## src/rtl/mux2_rr_arbiter.sv

```systemverilog
// mux2_rr_arbiter: two-requester round-robin arbiter that owns the select of a
// shared 2:1 mux. The granted requester's beat lands in a one-entry output
// register; MAX_HOLD bounds how long one side can keep the path while the
// other side waits.
//
// Handshake: every port pair is strict valid/ready. A beat moves when valid
// and ready are both high on a rising edge. Requester side: valid=req_x,
// ready=gnt_x. Downstream side: valid=out_valid, ready=out_ready. Grants
// never depend on req_x, so there is no combinational loop back to a requester.
module mux2_rr_arbiter #(
    parameter int WIDTH    = 8,
    parameter int MAX_HOLD = 4
) (
    input  logic             clk,
    input  logic             rst_n,
    input  logic             req_a,
    input  logic [WIDTH-1:0] data_a,
    output logic             gnt_a,
    input  logic             req_b,
    input  logic [WIDTH-1:0] data_b,
    output logic             gnt_b,
    output logic             out_valid,
    output logic [WIDTH-1:0] out_data,
    output logic             out_sel,
    input  logic             out_ready,
    output logic             busy
);

    // Counter wide enough for MAX_HOLD-1, never narrower than one bit.
    localparam int CW = (MAX_HOLD > 1) ? $clog2(MAX_HOLD) : 1;
    localparam logic [CW-1:0] CNT_LAST = CW'(MAX_HOLD - 1);

    typedef enum logic [1:0] {
        S_IDLE    = 2'd0,
        S_GRANT_A = 2'd1,
        S_GRANT_B = 2'd2
    } state_e;

    // Complete arbiter state in one struct so checkers can bind to it directly.
    // last: 0 = A was granted most recently, 1 = B.
    typedef struct packed {
        state_e        state;
        logic          last;
        logic [CW-1:0] cnt;
    } arb_state_t;

    arb_state_t cur;
    arb_state_t nxt;

    logic free;
    logic acc_a;
    logic acc_b;

    // State register; reset leaves last=B so A wins the first tie.
    always_ff @(posedge clk or negedge rst_n) begin
        if (!rst_n) begin
            cur.state <= S_IDLE;
            cur.last  <= 1'b1;
            cur.cnt   <= '0;
        end else begin
            cur <= nxt;
        end
    end

    // Next-state: round-robin pick from IDLE, release on request drop, hand over at the hold limit.
    always_comb begin
        nxt = cur;
        case (cur.state)
            S_IDLE: begin
                if (req_a && (!req_b || cur.last)) begin
                    nxt.state = S_GRANT_A;
                    nxt.last  = 1'b0;
                    nxt.cnt   = '0;
                end else if (req_b) begin
                    nxt.state = S_GRANT_B;
                    nxt.last  = 1'b1;
                    nxt.cnt   = '0;
                end
            end
            S_GRANT_A: begin
                if (!req_a) begin
                    if (req_b) begin
                        nxt.state = S_GRANT_B;
                        nxt.last  = 1'b1;
                        nxt.cnt   = '0;
                    end else begin
                        nxt.state = S_IDLE;
                    end
                end else if (acc_a) begin
                    if (cur.cnt == CNT_LAST) begin
                        if (req_b) begin
                            nxt.state = S_GRANT_B;
                            nxt.last  = 1'b1;
                        end
                        nxt.cnt = '0;
                    end else begin
                        nxt.cnt = cur.cnt + CW'(1);
                    end
                end
            end
            S_GRANT_B: begin
                if (!req_b) begin
                    if (req_a) begin
                        nxt.state = S_GRANT_A;
                        nxt.last  = 1'b0;
                        nxt.cnt   = '0;
                    end else begin
                        nxt.state = S_IDLE;
                    end
                end else if (acc_b) begin
                    if (cur.cnt == CNT_LAST) begin
                        if (req_a) begin
                            nxt.state = S_GRANT_A;
                            nxt.last  = 1'b0;
                        end
                        nxt.cnt = '0;
                    end else begin
                        nxt.cnt = cur.cnt + CW'(1);
                    end
                end
            end
            default: begin
                nxt.state = S_IDLE;
            end
        endcase
    end

    // Outputs: grants come only from registered state and the output slot being free.
    always_comb begin
        free  = !out_valid || out_ready;
        gnt_a = (cur.state == S_GRANT_A) && free;
        gnt_b = (cur.state == S_GRANT_B) && free;
        acc_a = gnt_a && req_a;
        acc_b = gnt_b && req_b;
        busy  = (cur.state != S_IDLE);
    end

    // Output stage: load the accepted beat and its source, else drain on downstream ready.
    always_ff @(posedge clk or negedge rst_n) begin
        if (!rst_n) begin
            out_valid <= 1'b0;
            out_data  <= '0;
            out_sel   <= 1'b0;
        end else if (acc_a) begin
            out_valid <= 1'b1;
            out_data  <= data_a;
            out_sel   <= 1'b0;
        end else if (acc_b) begin
            out_valid <= 1'b1;
            out_data  <= data_b;
            out_sel   <= 1'b1;
        end else if (out_valid && out_ready) begin
            out_valid <= 1'b0;
        end
    end

endmodule

```

## config.mk

```make
export PLATFORM = sky130hd
export DESIGN_NAME = mux2_rr_arbiter
export DESIGN_NICKNAME = d
export VERILOG_FILES = /design/src/rtl/mux2_rr_arbiter.sv
export SDC_FILE = /design/constraint.sdc
export NUM_CORES = 1
export LEC_CHECK = 0
export ABC_AREA = 0
export CORE_MARGIN = 2
export CORE_UTILIZATION = 41
export DETAILED_ROUTE_END_ITERATION = 12
export PLACE_DENSITY = 0.76
export RECOVER_POWER = 100
export SYNTH_ARGS = -nofsm -noshare
export SYNTH_HDL_FRONTEND = slang
export SYNTH_SLANG_ARGS = --single-unit
```

## constraint.sdc

```tcl
create_clock -name clk -period 3.3 [get_ports clk]
set_input_delay 0.66 -clock clk [delete_from_list [all_inputs] [get_ports clk]]
set_output_delay 0.66 -clock clk [all_outputs]
set_load 0.01 [all_outputs]
```

Run 1, sequential cells grouped by signal name:
Other sequential cells in the stronger gray, the rest of the logic in the fainter gray.
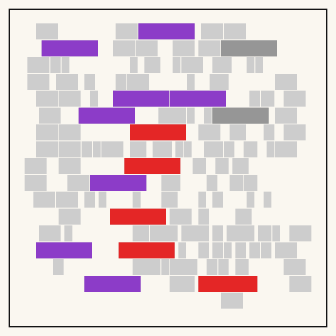
[red] cur | flops: 5
[purple] out_data | flops: 8
not colored: 2
Seq group: 321 uW
Util after Layout: 57.8%
Reg area: 377 sq um

Run 1, track usage over the die:
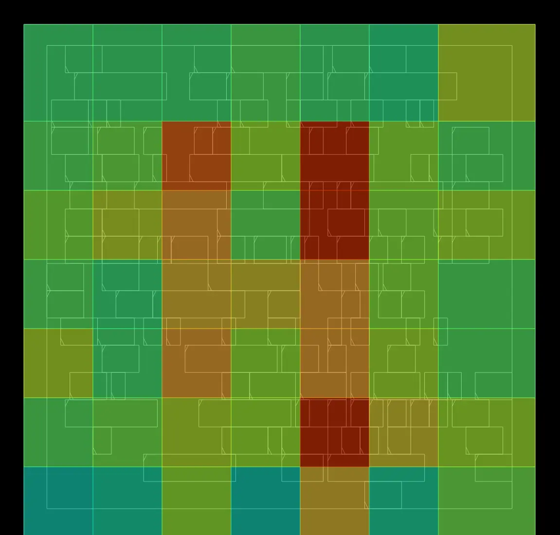
M2 GR Usage: 31.0%
met3 usage: 4.09%
Wirelength per Cell: 13.1 um
layer with the highest usage: met2

==> results.sh, run 1 <==
# implementation run metrics
export IMPL_worstSetupPathType="input pin to primary output"
export IMPL_ir_drop_mv=0.389
export IMPL_switchingPower_uw=374
export IMPL_p_seq_share_pct=33.6
export IMPL_dpl_cell_area_sq_um=1260
export IMPL_wl_met1_um=854
export IMPL_worst_path_max_fanout=6
export IMPL_postCtsHoldBufs=0
export IMPL_intPower_uw=581
export IMPL_min_period_ns=2.70
export IMPL_routed_top_layer="met4"
export IMPL_fp_util_pct=42.3
export IMPL_p_clk_share_pct=11.0
export IMPL_grt_util_met1_pct=20.4
export IMPL_setup_viol=0
export IMPL_dp_hpwl_um=1590
export IMPL_cpMostUsedCell="clkdlybuf4s50_1"
export IMPL_wl_met3_um=121
export IMPL_p_comb_share_pct=55.4
export IMPL_drt_iter0_markers=6
export IMPL_yosys_warnings=0
export IMPL_start_kind="input pin"
export IMPL_reg2reg_depth=6
export IMPL_placeableCoreArea_sq_um=2150
export IMPL_period_used_pct=81.8
export IMPL_p_leak_nw=0.600
export IMPL_overflow=0
export IMPL_simple_gate_share_pct=16.9
export IMPL_ys_sh_adder_pct=6.89
export IMPL_timing_rr_start="cur[4]"
export IMPL_fin_tns_setup_ns=0
export IMPL_powerDensity_nw_per_um2=769
export IMPL_grt_pass1_vias=843
export IMPL_max_freq_mhz=370
export IMPL_worstHoldStart="cur[2]"
export IMPL_status="finished, final reports clean"
export IMPL_largest_area_cell="dfrtp_1"
export IMPL_firstDrtPassIters=4
export IMPL_critPathMaxStageDelay_ns=0.52
export IMPL_tightest_slew_ns=0.709
export IMPL_ys_ff=15
export IMPL_area_leaders="dfrtp_1, mux2i_1, ha_1"
export IMPL_reg2reg_to="cur[3]"
export IMPL_cp_slowest_cell="clkdlybuf4s50_1"
export IMPL_power_clock_uw=105
export IMPL_end_kind="primary output"
Run 1, pin map:
Pins as bars across the die edge, other pins in gray.
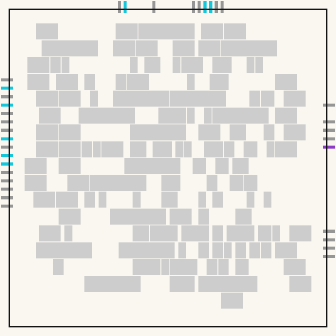
[purple] gnt_b | pins: 1 | direction: output | edge: right
[cyan] data_b | pins: 8 | direction: input | edge: 5 left, 3 top
all pins by edge: 16 left, 9 right, 9 top
Die H: 51.1 um
Port-buffer cells: 33
die x size: 51.1 um

[run 1: cell type report]
type                            instances  area, sq um  area share [%]
Clock buffer                            4         26.3            2.12
Multi-Input combinational cell         67          447            36.0
Timing Repair Buffer                   33          330            26.6
Tap cell                               28         35.0            2.82
Inverter                                7         26.3            2.12
Sequential cell                        15          377            30.3
[run 1: metrics by stage]
stage               std cells  power [mW]  util (%)  setup slack, ns
detailed placement        150       0.926      58.5            0.653
global route              154        1.06      57.8            0.520
CTS                       154        1.04      59.8            0.647
floorplan                  91       0.680         -             1.58
finish                    154       0.954      57.8            0.600
global placement          150       0.905      58.5            0.679
[run 1: registers in the layout (all words and copies together) (netlist names)]
signal / cells
out_data: 8
cur: 5
out_sel: 1
out_valid: 1
Run 1, metal 3:
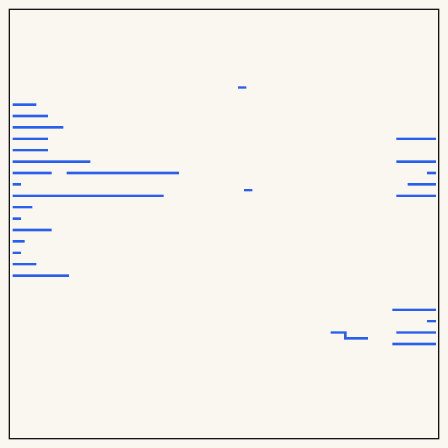

## Run 2: what changed since run 1
CORE_UTILIZATION = 39   (was 41)
clock period = 2.34 ns   (was 3.3 ns; I/O delays follow)
Run 2, metal 3:
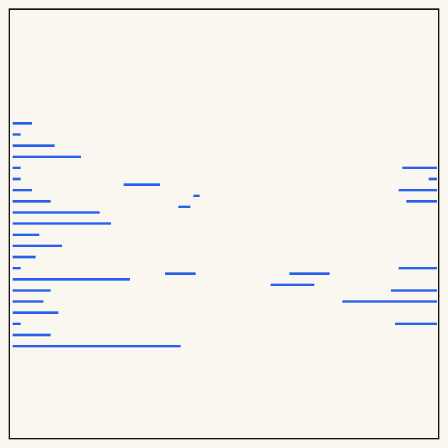
longest straight run: 20.2 um
nets with wire on the layer: 33
share of all routed wire: 7.9%
main direction: horizontal
wire length on this layer: 167 um
routed vias: 831
met3 usage: 6.29%

Run 2, track usage over the die:
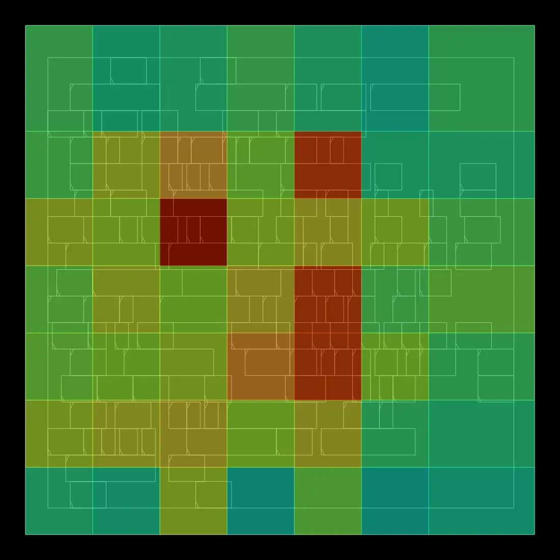
Util after Layout: 57.4%
GRT Util Overall: 18.6%
Wirelength per Cell: 13.4 um
M1 GR Usage: 20.7%

==> results.sh, run 2 <==
# implementation run metrics
export IMPL_status="finished, final reports clean"
export IMPL_ys_ff=15
export IMPL_setup_viol=0
export IMPL_overflow=0
export IMPL_ys_sh_adder_pct=6.89
export IMPL_worst_path_max_fanout=2
export IMPL_syn_area_sq_um=908
export IMPL_dp_cells=154
export IMPL_fp_util_pct=41.1
export IMPL_cp_slowest_cell="clkdlybuf4s50_1"
export IMPL_drt_iter0_markers=11
export IMPL_final_cells=158
export IMPL_logic_area_sq_um=448
export IMPL_start_kind="input pin"
export IMPL_die_width_um=52.3
export IMPL_vias_per_cell=5.26
export IMPL_io_pins=34
export IMPL_max_freq_mhz=459
export IMPL_ff_type="dfrtp_1"
export IMPL_ir_drop_mv=0.513
export IMPL_timing_rr_start="cur[3]"
export IMPL_pre_cts_slack_ns=0.159
export IMPL_mux_area_share_pct=10.1
export IMPL_clock_latency_ns=0.28
export IMPL_die_area_sq_um=2730
export IMPL_largest_area_cell="dfrtp_1"
export IMPL_gp_congestion=0.847
export IMPL_fin_tns_setup_ns=0
export IMPL_top_regs="out_data: 8 flops, cur: 5 flops"
export IMPL_dp_hpwl_um=1730
export IMPL_cpMostUsedCell="clkdlybuf4s50_1"
export IMPL_critPathMaxStageDelay_ns=0.52
export IMPL_yosys_warnings=0
export IMPL_syn_inst=91
export IMPL_p_leak_nw=0.612
export IMPL_largest_register_ffs=8
export IMPL_worstHoldStart="cur[2]"
export IMPL_reg2reg_to="cur[3]"
export IMPL_reg2reg_depth=7
export IMPL_die_height_um=52.3
export IMPL_grt_start_max_net_pins=16
export IMPL_drc=0
export IMPL_worstSetupPathType="input pin to primary output"
export IMPL_dpl_cell_area_sq_um=1290
export IMPL_setup_slack_ns=0.160
export IMPL_cp_arrival_ns=1.71
export IMPL_placeableCoreArea_sq_um=2210
export IMPL_crit_required_ns=1.87
export IMPL_fin_total_pwr_mw=1.37
export IMPL_firstDrtPassIters=4
export IMPL_cp_depth=4
export IMPL_regMostFlops="out_data"
export IMPL_end_kind="primary output"
export IMPL_flop_area_sq_um=377
export IMPL_port_buffers=33
export IMPL_root_buffer="clkbuf_4"
export IMPL_powerDensity_nw_per_um2=1080
export IMPL_simple_gate_share_pct=16.9
export IMPL_postCtsHoldBufs=0
export IMPL_min_period_ns=2.18
export IMPL_endpoint="gnt_b"
export IMPL_tightest_slew_ns=0.705
export IMPL_period_used_pct=93.2
export IMPL_area_leaders="dfrtp_1, mux2i_1, ha_1"
export IMPL_grt_pass1_vias=891
-- run 2: cell counts after synthesis --
Identical to the previous run, type by type.
-- run 2: power by group --
group / internal (mW) / leakage (nW) / switching [mW]
logic: 0.382 / 0.410 / 0.389
registers: 0.383 / 0.187 / 0.0712
clock network: 0.0661 / 0.0150 / 0.0819
total: 0.832 / 0.612 / 0.542
-- run 2: layout make-up --
class	instances	area share (%)
clock buffers	4	2.07
multi-input cells	67	35.3
repair buffers	37	28.1
flip-flops and latches	15	29.7
well taps	28	2.76
inverters	7	2.07
-- run 2: metal layers --
metal  GRT usage, %  routed length (um)
met1           20.7                 887
met4           10.7                  26
met2           31.0                1040
met5              0                   0
met3           6.29                 166
Run 2, wiring by layer:
Only two layers are drawn.
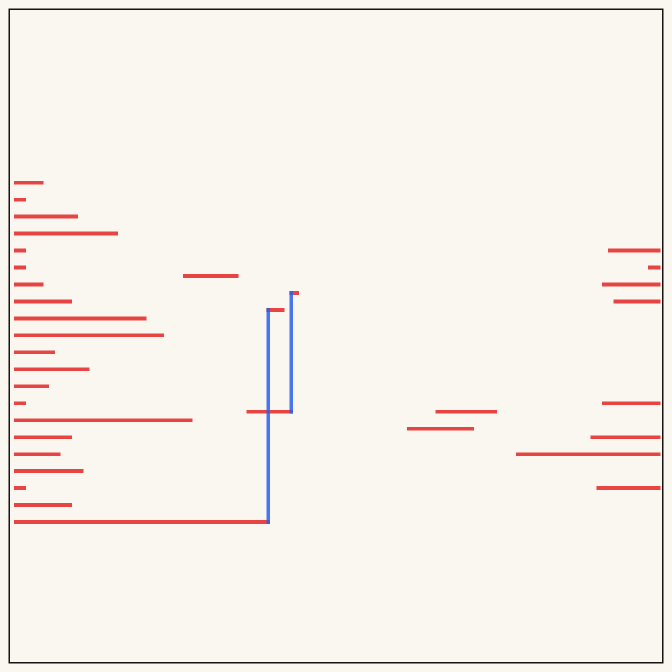

## Run 3: what changed since run 2
clock period = 2 ns   (was 2.34 ns; I/O delays follow)
Run 3, wiring by layer:
Only two layers are drawn.
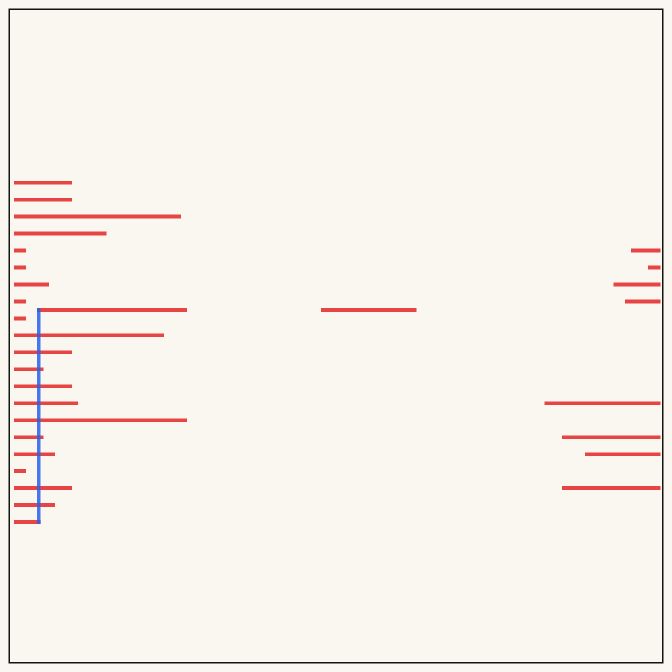
[blue] metal 4 | wire length: 17.0 um
[red] metal 3 | wire length: 148 um
routed wire length: 2070 um
routed vias: 820
GRT Util Overall: 17.4%
Wirelength per Cell: 12.6 um

==> results.sh, run 3 <==
# implementation run metrics
export IMPL_status="finished, final reports clean"
export IMPL_nClkBuffers=4
export IMPL_wl_met3_um=147
export IMPL_simple_gate_share_pct=16.9
export IMPL_pre_cts_slack_ns=-0.0327
export IMPL_cp_depth=7
export IMPL_grtUsageMet2_pct=30.0
export IMPL_ys_ff=15
export IMPL_start_kind="flop"
export IMPL_flops=15
export IMPL_postCtsHoldBufs=0
export IMPL_largest_area_cell="dfrtp_1"
export IMPL_worstHoldStart="cur[2]"
export IMPL_nWellTaps=28
export IMPL_ff_type="dfrtp_1"
export IMPL_timing_rr_start="cur[3]"
export IMPL_period_used_pct=92.9
export IMPL_die_height_um=52.3
export IMPL_regMostFlops="out_data"
export IMPL_overflow=0
export IMPL_drc=0
export IMPL_port_buffers=33
export IMPL_placeableCoreArea_sq_um=2210
export IMPL_firstDrtPassIters=4
export IMPL_syn_area_sq_um=908
export IMPL_largest_register_ffs=8
export IMPL_grt_pass1_vias=833
export IMPL_setup_viol=0
export IMPL_area_leaders="dfrtp_1, mux2i_1, ha_1"
export IMPL_gp_congestion=0.963
export IMPL_clock_latency_ns=0.28
export IMPL_final_cells=164
export IMPL_flop_area_sq_um=377
export IMPL_route_met2_wl_um=984
export IMPL_dpl_cell_area_sq_um=1320
export IMPL_fp_util_pct=41.1
export IMPL_reg2reg_depth=7
export IMPL_io_pins=34
export IMPL_nMultiInputCombCells=67
export IMPL_routed_top_layer="met4"
export IMPL_top_area_cell_class="multi-input combinational cells"
export IMPL_max_freq_mhz=538
export IMPL_top_regs="out_data: 8 flops, cur: 5 flops"
export IMPL_grt_util_met1_pct=20.1
export IMPL_cp_slowest_cell="dfrtp_1"
export IMPL_cp_arrival_ns=2.02
export IMPL_ir_drop_mv=0.621
export IMPL_buffers=43
export IMPL_end_kind="flop"
export IMPL_dp_hpwl_um=1670
export IMPL_grt_start_max_net_pins=16
export IMPL_p_leak_nw=0.663
export IMPL_h_tree_depth=1
export IMPL_grt_busiest_layer="met2"
export IMPL_die_area_sq_um=2730
export IMPL_ys_sh_adder_pct=6.89
export IMPL_grt_pass1_wl_um=3500
export IMPL_drt_iter0_markers=10
export IMPL_layout_nonclk_buf_share_pct=29.4
export IMPL_logic_area_sq_um=484
export IMPL_vias_per_cell=5.00
export IMPL_yosys_warnings=0
export IMPL_fin_total_pwr_mw=1.69
export IMPL_tightest_slew_ns=0.831
export IMPL_crit_required_ns=2.16
export IMPL_clockNetworkAreaShare_pct=1.96
export IMPL_reg2reg_to="cur[3]"
export IMPL_die_width_um=52.3
export IMPL_inv_count=7
export IMPL_critPathMaxStageDelay_ns=0.39
export IMPL_min_period_ns=1.86
Run 3, sequential cells grouped by signal name:
Other sequential cells in the stronger gray, the rest of the logic in the fainter gray.
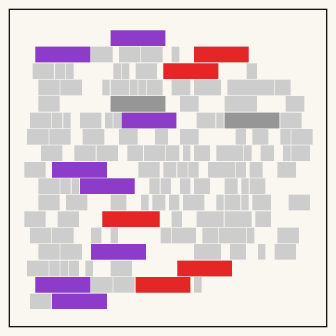
[purple] out_data | flops: 8
[red] cur | flops: 5
not colored: 2
Seq group: 531 uW
Seq/total area: 28.1%
Util after Layout: 60.7%

## run 3: cell counts after synthesis
No cell type changed its count.
## run 3: power by group
part / internal (mW) / switching, mW / leakage (nW) / total (mW)
logic: 0.499 / 0.485 / 0.461 / 0.984
clock network: 0.0772 / 0.0952 / 0.0150 / 0.172
registers: 0.448 / 0.0826 / 0.187 / 0.531
total: 1.02 / 0.663 / 0.663 / 1.69
## run 3: worst max path at each step
stage | endpoint | slack [ns] | start
after floorplan | cur[3] | 0.37 | cur[4]
after global placement | gnt_b | -0.02 | out_ready
after detailed placement | gnt_b | -0.03 | out_ready
after CTS | cur[3] | 0.13 | cur[3]
after global routing | gnt_a | 0.05 | cur[3]
final | cur[3] | 0.14 | cur[3]
Power is estimated from default activity; no workload was simulated.
